--- src/rtl/pc_sequencer.sv ---
// rtl/pc_sequencer.sv - registered program counter with condition evaluation, halt state and circular return-address stack
module pc_sequencer #(
  parameter int              PC_W       = 16,
  parameter int              IMM_W      = 9,
  parameter int              INST_BYTES = 2,
  parameter logic [PC_W-1:0] RESET_PC   = '0,
  parameter int              RAS_DEPTH  = 4
) (
  input  logic             clk,
  input  logic             rst_n,
  input  logic             stall,
  input  logic             halt,
  input  logic             br_valid,
  input  logic             br_mode,
  input  logic [2:0]       cond,
  input  logic [2:0]       flags,
  input  logic [IMM_W-1:0] imm,
  input  logic [PC_W-1:0]  rs_val,
  input  logic             call,
  input  logic             ret,
  output logic [PC_W-1:0]  pc,
  output logic [PC_W-1:0]  pc_plus,
  output logic             taken,
  output logic             halted,
  output logic             ras_overflow,
  output logic             ras_underflow
);

  localparam int PTR_W = $clog2(RAS_DEPTH);
  localparam int CNT_W = PTR_W + 1;

  typedef enum logic {RUN, HALTED} state_t;

  state_t           state, state_nxt;
  logic [PC_W-1:0]  pc_nxt;
  logic [PC_W-1:0]  ras_mem [RAS_DEPTH];
  logic [PTR_W-1:0] ras_ptr, ras_ptr_nxt, ras_wa;
  logic [CNT_W-1:0] ras_cnt, ras_cnt_nxt;
  logic             ras_we, ovf_nxt, unf_nxt;
  logic             cond_met, br_taken, run_upd, push;
  logic             ras_empty, ras_full;
  logic [PC_W-1:0]  br_target, imm_sext;

  wire flag_v = flags[2];
  wire flag_n = flags[1];
  wire flag_z = flags[0];

  always_comb begin
    cond_met = 1'b0;
    case (cond)
      3'b000:  cond_met = ~flag_z;
      3'b001:  cond_met = flag_z;
      3'b010:  cond_met = ~flag_z & ~flag_n;
      3'b011:  cond_met = flag_n;
      3'b100:  cond_met = flag_z | ~flag_n;
      3'b101:  cond_met = flag_z | flag_n;
      3'b110:  cond_met = flag_v;
      default: cond_met = 1'b1;
    endcase
  end

  assign pc_plus   = pc + PC_W'(INST_BYTES);
  assign imm_sext  = {{(PC_W-IMM_W){imm[IMM_W-1]}}, imm};
  assign br_target = br_mode ? rs_val : pc_plus + (imm_sext << 1);
  assign br_taken  = br_valid & cond_met;
  assign run_upd   = (state == RUN) & ~stall & ~halt;
  assign taken     = run_upd & (ret | br_taken);
  assign push      = run_upd & call & br_taken;
  assign ras_empty = (ras_cnt == '0);
  assign ras_full  = (ras_cnt == CNT_W'(RAS_DEPTH));
  assign halted    = (state == HALTED);

  always_comb begin
    state_nxt = state;
    if (state == RUN && halt && !stall)
      state_nxt = HALTED;
  end

  // ret beats branch; a simultaneous call+ret swaps the top entry in place
  always_comb begin
    pc_nxt      = pc;
    ras_ptr_nxt = ras_ptr;
    ras_cnt_nxt = ras_cnt;
    ras_we      = 1'b0;
    ras_wa      = ras_ptr;
    ovf_nxt     = 1'b0;
    unf_nxt     = 1'b0;
    if (run_upd) begin
      if (ret)
        pc_nxt = ras_empty ? rs_val : ras_mem[ras_ptr];
      else if (br_taken)
        pc_nxt = br_target;
      else
        pc_nxt = pc_plus;

      if (push && ret) begin
        ras_we = 1'b1;
        if (ras_empty) begin
          ras_wa      = ras_ptr + 1'b1;
          ras_ptr_nxt = ras_ptr + 1'b1;
          ras_cnt_nxt = CNT_W'(1);
          unf_nxt     = 1'b1;
        end
      end else if (push) begin
        ras_we      = 1'b1;
        ras_wa      = ras_ptr + 1'b1;
        ras_ptr_nxt = ras_ptr + 1'b1;
        if (ras_full)
          ovf_nxt = 1'b1;
        else
          ras_cnt_nxt = ras_cnt + 1'b1;
      end else if (ret) begin
        if (ras_empty) begin
          unf_nxt = 1'b1;
        end else begin
          ras_ptr_nxt = ras_ptr - 1'b1;
          ras_cnt_nxt = ras_cnt - 1'b1;
        end
      end
    end
  end

  always_ff @(posedge clk or negedge rst_n) begin
    if (!rst_n) begin
      state         <= RUN;
      pc            <= RESET_PC;
      ras_ptr       <= '0;
      ras_cnt       <= '0;
      ras_overflow  <= 1'b0;
      ras_underflow <= 1'b0;
    end else begin
      state         <= state_nxt;
      pc            <= pc_nxt;
      ras_ptr       <= ras_ptr_nxt;
      ras_cnt       <= ras_cnt_nxt;
      ras_overflow  <= ovf_nxt;
      ras_underflow <= unf_nxt;
    end
  end

  // Entries are only ever read when the count says they are valid, so no reset
  always_ff @(posedge clk) begin
    if (ras_we)
      ras_mem[ras_wa] <= pc_plus;
  end

endmodule

--- config.mk ---
export PLATFORM = sky130hd
export DESIGN_NAME = pc_sequencer
export DESIGN_NICKNAME = d
export VERILOG_FILES = /design/src/rtl/pc_sequencer.sv
export SDC_FILE = /design/constraint.sdc
export NUM_CORES = 1
export LEC_CHECK = 0
export CAP_MARGIN = 15
export CORE_AREA = 2 2 106 108
export DETAILED_ROUTE_END_ITERATION = 8
export DIE_AREA = 0 0 108 110
export MAX_ROUTING_LAYER = met4
export PLACE_DENSITY = 0.71
export SYNTH_ARGS = -nofsm -noshare
export SYNTH_HDL_FRONTEND = slang
export SYNTH_SLANG_ARGS = --single-unit
--- constraint.sdc ---
create_clock -name clk -period 3.7 [get_ports clk]
set_clock_uncertainty 0.05 [all_clocks]
set_input_delay 1.11 -clock clk [delete_from_list [all_inputs] [get_ports clk]]
set_output_delay 1.11 -clock clk [all_outputs]
set_load 0.1 [all_outputs]
==> notes.md, run 1 <==
impl run done, here's what came out: static leakage 2.70 nW, share of the cycle needed by the critical path after routing 98.2%, share of cells above drive strength 1 26.4%, Slew Limit Fails 0, status complete, no violations, post-layout util 65.1%, ys async rst share 27.3%, Pwr top combinational cells, stage-log warning count 31, # fillers 813, filler-free cell count of the finished design 739, top cells by count edfxtp_1 (64), nand2_1 (51), nor2_1 (45), Sw Ratio 43.9%, DIE WIDTH 108 um, Simple-Gate Fraction of Synth Area 15.3%, Worst-path clk slew 0.09 ns, GRT overflow 0, largest net degree at the start of global routing 25, Slew HR 36.1%, commonest register cell after synthesis edfxtp_1, Register Area 2530 um2, Flop pwr share 34.9%, Syn Area/Cell 10.7 um2, All-Layer GR Usage 28.6%, Layout Nets 655, Crit path required time 2.54 ns, num rows 38, Comb pwr share 45.7%, # Cells Yosys 488, Fmax 275 MHz, number of buffers added on ports 74, Cell area leaders edfxtp_1 (37%), dfrtp_1 (11%), mux4_2 (6.9%), Mux cell area share 9.10%, drt total wl 15.7 mm, Synth top cell by count edfxtp_1, Max Root-Sink Buffers 2, routability cong. 0.899, CP Class in -> out, max cap viols 0, iteration count of the initial detailed-routing pass 6, Floorplan Nets 549
run 1: repair_timing:
action | in CTS | in global routing
endpoints found under the setup margin | 17 | 31
gates resized | 7 | 11
pin swaps | 4 | 6
setup buffers | 1 | 1
hold endpoints to repair | 0 | 0
run 1: worst paths after layout:
check / end / slack [ns] / cells after the start
max: taken / 0.06 / 7
min: halted / 0.49 / 1
max reg2reg: pc[13] / 0.43 / 11
min reg2reg: halted / 0.49 / 1
max in group asynchronous: pc[3] / 2.21 / 2
min in group asynchronous: ras_overflow / 1.08 / 2
run 1: metal layers:
layer	routed length (um)	vias to the layer above
met5	0	-
met4	292	0
met3	1310	25
met2	7680	229
met1	6420	2229
li1	-	2062
==> run_1/m2.png <==
Drawn at 3 px/um.
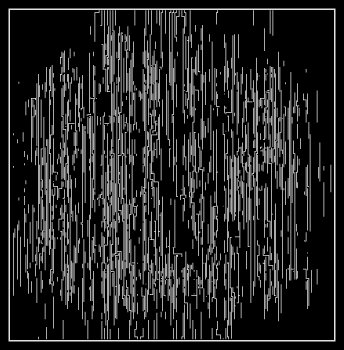
longest straight run: 69.4 um
share of all routed wire: 49%
nets with wire on the layer: 569
wire length on this layer: 7,680 um
main direction: vertical

==> run_1/congestion_map.png <==
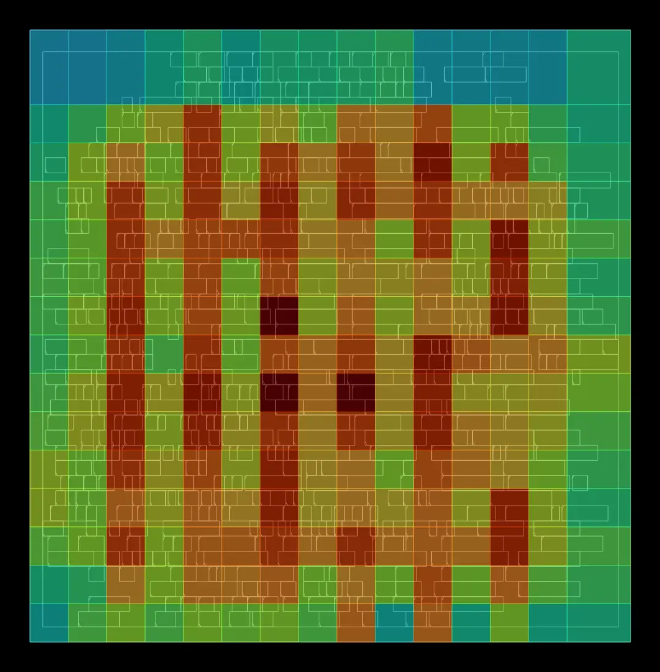
met1 GRT Util: 38.7%
DR WL/cell: 21.2 um

==> run_1/ff_map.png <==
Drawn at 3 px/um.
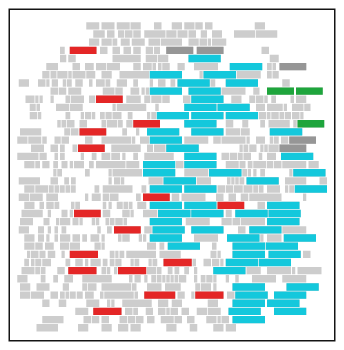
legend:
  pc:
    colour: red
    sequential_cells: 16
  ras_cnt:
    colour: green
    sequential_cells: 3
  ras_mem:
    colour: cyan
    sequential_cells: 64
not coloured: 5

==> run 2: changes to the inputs <==
Settings changed: CORE_AREA 2 2 106 108 to 2 2 111 113, DIE_AREA 0 0 108 110 to 0 0 113 115, PLACE_DENSITY 0.71 to 0.65.
==> run_2/closeup.png <==
Window x 44 to 69, y 45 to 70 um. Cells in grey, sequential cells in the stronger grey; small squares are vias.
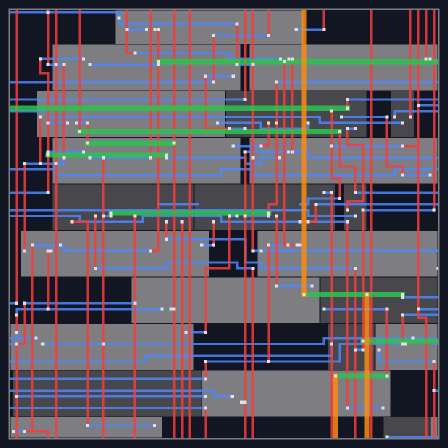
legend:
  M4:
    colour: orange
  M3:
    colour: green
  M2:
    colour: red
  M1:
    colour: blue
netlist names of flops here include: ras_mem (11)
most frequent: edfxtp_1 (11), mux4_2 (3), nand2_1 (2)
cells with their middle in the window: 19
sequential cells in the window: 11

==> run_2/congestion_map.png <==
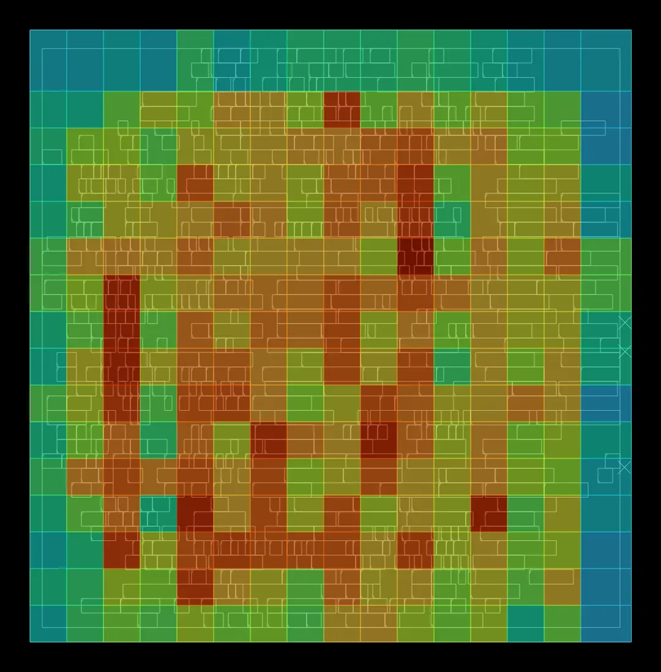
met2 Usage GRT: 40.1%
GR peak layer: met2
met3 usage: 4.43%
DR WL/cell: 20.9 um

==> run 2 against run 1 <==
  * The flow now finishes with violations (DRC)
  * Maximum frequency fell by 0.11%
  * Synthesized cell count is the same
  * Hold slack gained 0.015 ns
  * Count of clock-buffer cells in the layout rose by 1
  * Via count decreased by 3.2%
  * Sequential power about the same
  * Utilization is 5.3 points lower
  * Largest power group unchanged
  * Highest routed layer unchanged
==> notes.md, run 2 <==
impl run done, here's what came out: status complete, but fails checks, failing checks DRC, Max Root-Sink Buffers 2 (unchanged), met3 WL 903 um (-31%), Slew Limit Fails 0 (unchanged), routability cong. 0.947 (+5.3%), top cells by count edfxtp_1 (64), nand2_1 (51), nor2_1 (45), Fmax 275 MHz (-0.11%), Mux cell area share 9.10% (unchanged), iteration count of the initial detailed-routing pass 6 (unchanged), met1 GRT Util 34.5% (-4.2 points), Synth top cell by count edfxtp_1, number of buffers added on ports 74 (unchanged), Slew HR 35.4% (-0.69 points), Clk power 0.000960 W, CP Class in -> out, filler-free cell count of the finished design 743 (+0.54%), Synth Instances 488, hold path startpoint halted, die footprint 13,000 um2, met2 routed WL 7.54 mm (-1.8%), Layout Nets 652 (-0.46%), Metal-1 WL 6.76 mm (+5.2%), share of the cycle needed by the critical path after routing 98.4% (+0.11 points), post-layout util 59.7% (-5.3 points), share of cells above drive strength 1 25.7% (-0.71 points), Cell area leaders edfxtp_1 (37%), dfrtp_1 (11%), mux4_2 (6.9%), Flop pwr share 32.9% (-2.0 points), # Cells Yosys 488 (unchanged), max cap viols 0 (unchanged), Pwr top combinational cells, Comb pwr share 42.3% (-3.4 points), DRC 3, All-Layer GR Usage 25.6% (-3.0 points), drt total wl 15.5 mm (-1.3%), max layer used met4, Register Area 2530 um2 (unchanged), Simple-Gate Fraction of Synth Area 15.3% (unchanged), static leakage 2.73 nW (+0.96%), DIE WIDTH 113 um (+4.6%), # resized after CTS 7 (unchanged), Floorplan Nets 549 (unchanged), Syn Area/Cell 10.7 um2 (unchanged), num rows 40 (+5.3%)
run 2: cell counts after synthesis:
Identical to the previous run, type by type.
run 2: path summary, 6_finish.rpt:
kind | to | slack [ns] | depth (start not counted)
min | halted | 0.50 | 1
max | taken | 0.06 | 7
max reg2reg | pc[14] | 0.41 | 12
min in group asynchronous | ras_cnt[2] | 1.10 | 2
min reg2reg | halted | 0.50 | 1
max in group asynchronous | pc[3] | 2.20 | 2
run 2: critical path, stage by stage:
cell and delay (ns):
clkdlybuf4s15_1 0.22, or3b_1 0.38, a311oi_2 0.30, nor3b_2 0.10
nor2_2 0.15, nor2_4 0.06, buf_12 0.16
No activity file was given, so power comes from the tool's default toggle rates.
